==> config.mk <==
export PLATFORM = sky130hd
export DESIGN_NAME = mem_access_unit
export DESIGN_NICKNAME = d
export VERILOG_FILES = /design/src/rtl/mau_pkg.sv /design/src/rtl/mau_lane_align.sv /design/src/rtl/mem_access_unit.sv
export SDC_FILE = /design/constraint.sdc
export NUM_CORES = 1
export LEC_CHECK = 0
export CAP_MARGIN = 15
export CORE_UTILIZATION = 35
export DETAILED_ROUTE_END_ITERATION = 8
export SLEW_MARGIN = 20
export SYNTH_ARGS = -nofsm -noshare
export SYNTH_HDL_FRONTEND = slang
export SYNTH_HIERARCHICAL = 1
export SYNTH_SLANG_ARGS = --single-unit
==> constraint.sdc <==
create_clock -name clk -period 8 [get_ports clk]
set_input_delay 2 -clock clk [delete_from_list [all_inputs] [get_ports clk]]
set_output_delay 2 -clock clk [all_outputs]
set_load 0.03 [all_outputs]
Fig. 1: metal layers overlaid
Scale: 3 px per µm. Two of the layers only.
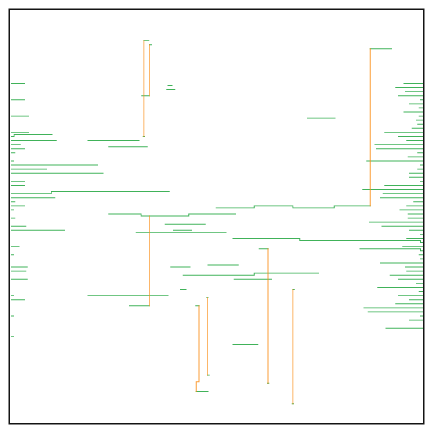
Key: green = M3 [wire length 1,090 µm]; orange = M4 [wire length 270 µm]
Post-Route WL: 18.2 mm
Total GRT Usage: 18.7%
WL/cell: 16.3 µm

Fig. 2: routing congestion map
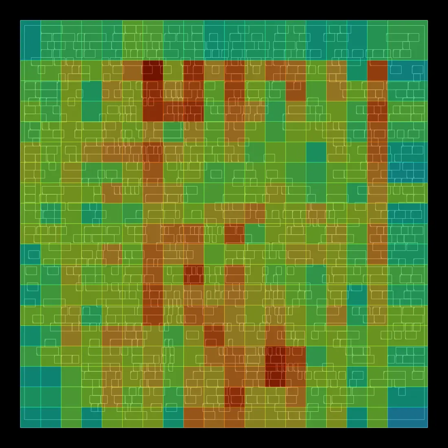
final core occ: 48.9%
met2 usage: 30.6%
met1 usage: 24.1%
GR met3 Demand/Resource: 4.49%
gr busiest metal: met2

Fig. 3: met1 routing
Scale: 3 px per µm. Supply wires on this layer in grey.
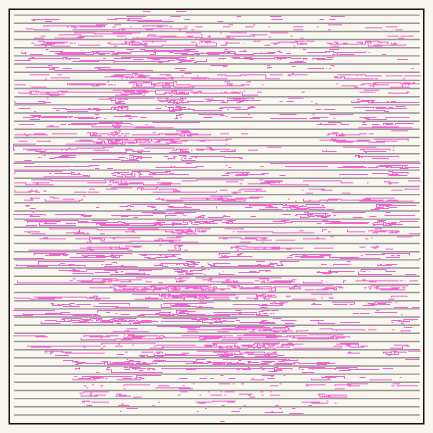
The longest straight run is 50.1 µm. The layer carries 8,410 µm of wire. The wires run mostly horizontal.
via count: 5,376

==> results.json <==
{
  "status": "completed",
  "synthesis.instances": 722,
  "swShare_pct": 36.3,
  "drt_iter0_markers": 221,
  "syn-num-nets": 833,
  "hold_viol_final": 0,
  "critical_path.top_delay_family": "adder cells",
  "synth_warnings": 6,
  "power.internal_uw": 1240,
  "rsz0062_at_grt": "false",
  "worst_ir_drop_vdd_v": 0.000163,
  "ys_cells": 722,
  "post-place-ws_ns": 2.09,
  "crit_path_cell_trace": "clkdlybuf4s50_1 > mux2_2 > inv_1 > ha_1 > nand2b_1 > and2_1 > mux2i_1 > a32oi_4 > a21oi_1 > nand2b_1 > mux2i_1",
  "cp.depth": 11,
  "grt_pass1_wl_mm": 27.4,
  "cts_setup_buffers": 0,
  "finalSetupViolCount": 0,
  "synthSimpleGateAreaFrac_pct": 26.7,
  "ant_nets": 0,
  "grt_start_max_net_pins": 151,
  "ys_sh_mux_pct": 21.8,
  "hold_depth": 2,
  "drc": 0,
  "die_y_um": 138,
  "yosysUniqueCellTypes": 39,
  "worst_hold_slack_ns": 0.474,
  "chipArea_um2": 19000,
  "layout_top_cell": "nand2b_1",
  "clkTransAtPathRegs_ns": 0.07,
  "gp_congestion": 0.880,
  "tritoncts": "done"
}
==> logic make-up (layout without fill, tap and decap cells) <==
family                     after synthesis  in the layout
other                                    0              1
muxes                                  138            138
adders and majority gates                7              7
AOI/OAI and AO/OA                       91             91
DFF                                    111            111
and+or+nand+nor                        304            304
buffers and inverters                   71            234
==> cells in the mapped netlist <==
library cell | count | area, µm²
nand3b_1 | 1 | 7.51
inv_2 | 1 | 3.75
nor4b_2 | 1 | 15.0
a311oi_1 | 7 | 61.3
a21oi_1 | 33 | 165
o21ai_1 | 1 | 5.00
dfxtp_1 | 111 | 2220
and4b_1 | 1 | 10.0
mux2_2 | 11 | 124
ha_1 | 7 | 87.6
nor2b_1 | 1 | 6.26
buf_2 | 8 | 40.0
or3_1 | 1 | 6.26
nand2b_1 | 211 | 1320
nor3_1 | 2 | 10.0
nor3b_1 | 2 | 15.0
o2bb2ai_1 | 7 | 61.3
mux2i_4 | 1 | 22.5
and3_1 | 1 | 6.26
o21ba_2 | 2 | 20.0
a211oi_1 | 2 | 15.0
buf_1 | 2 | 7.51
a32oi_4 | 1 | 27.5
and2_1 | 1 | 6.26
a22o_1 | 9 | 78.8
clkbuf_1 | 33 | 124
buf_8 | 1 | 15.0
buf_4 | 17 | 128
or2_2 | 1 | 6.26
nand2_1 | 66 | 248
o221ai_1 | 1 | 8.76
inv_1 | 7 | 26.3
o211a_1 | 1 | 10.0
nor2_1 | 14 | 52.6
buf_12 | 2 | 40.0
a21oi_2 | 10 | 87.6
o21ai_0 | 17 | 85.1
mux2i_1 | 126 | 1260
and3b_1 | 1 | 8.76
==> power by group through the flow <==
stage               combinational [µW]  sequential [µW]  clock (µW)
floorplan                          458              759           0
global placement                   797              655           0
detailed placement                 806              659           0
CTS                                809              646         514
global route                       873              653         531
finish                             807              645         490
==> cell type report <==
cell class / count / area, µm²
Fill cell: 1725 / 9220
Multi-Input combinational cell: 540 / 3850
Sequential cell: 111 / 2220
Timing Repair Buffer: 210 / 2090
Tap cell: 229 / 287
Clock buffer: 10 / 229
Clock inverter: 6 / 90.1
Inverter: 8 / 30.0
Antenna cell: 1 / 2.50
==> metrics by stage <==
stage	std cells	utilization [%]	cell area [µm²]
detailed placement	1098	47.0	8480
floorplan	722	-	6440
finish	1115	48.9	8810
global placement	1098	47.0	8480
global route	1114	48.9	8810
CTS	1114	48.8	8800
==> routing by layer <==
metal | share of wire (%) | global-route usage, % | routed length (µm)
met2 | 46 | 30.6 | 8390
met4 | 1.5 | 5.92 | 269
met5 | 0 | 0 | 0
met1 | 46 | 24.1 | 8410
met3 | 6.0 | 4.49 | 1090
==> worst register-to-register path: cells and delay by family, from the launching register on <==
kind,cells,cell delay (ns)
AND/OR/NAND/NOR,4,1.16
multiplexers,3,0.76
AND-OR/OR-AND,2,0.81
buffers and inverters,1,0.13
adder cells (fa/ha/maj),1,0.82
flip-flops,1,0.40
Power is estimated from default activity; no workload was simulated.
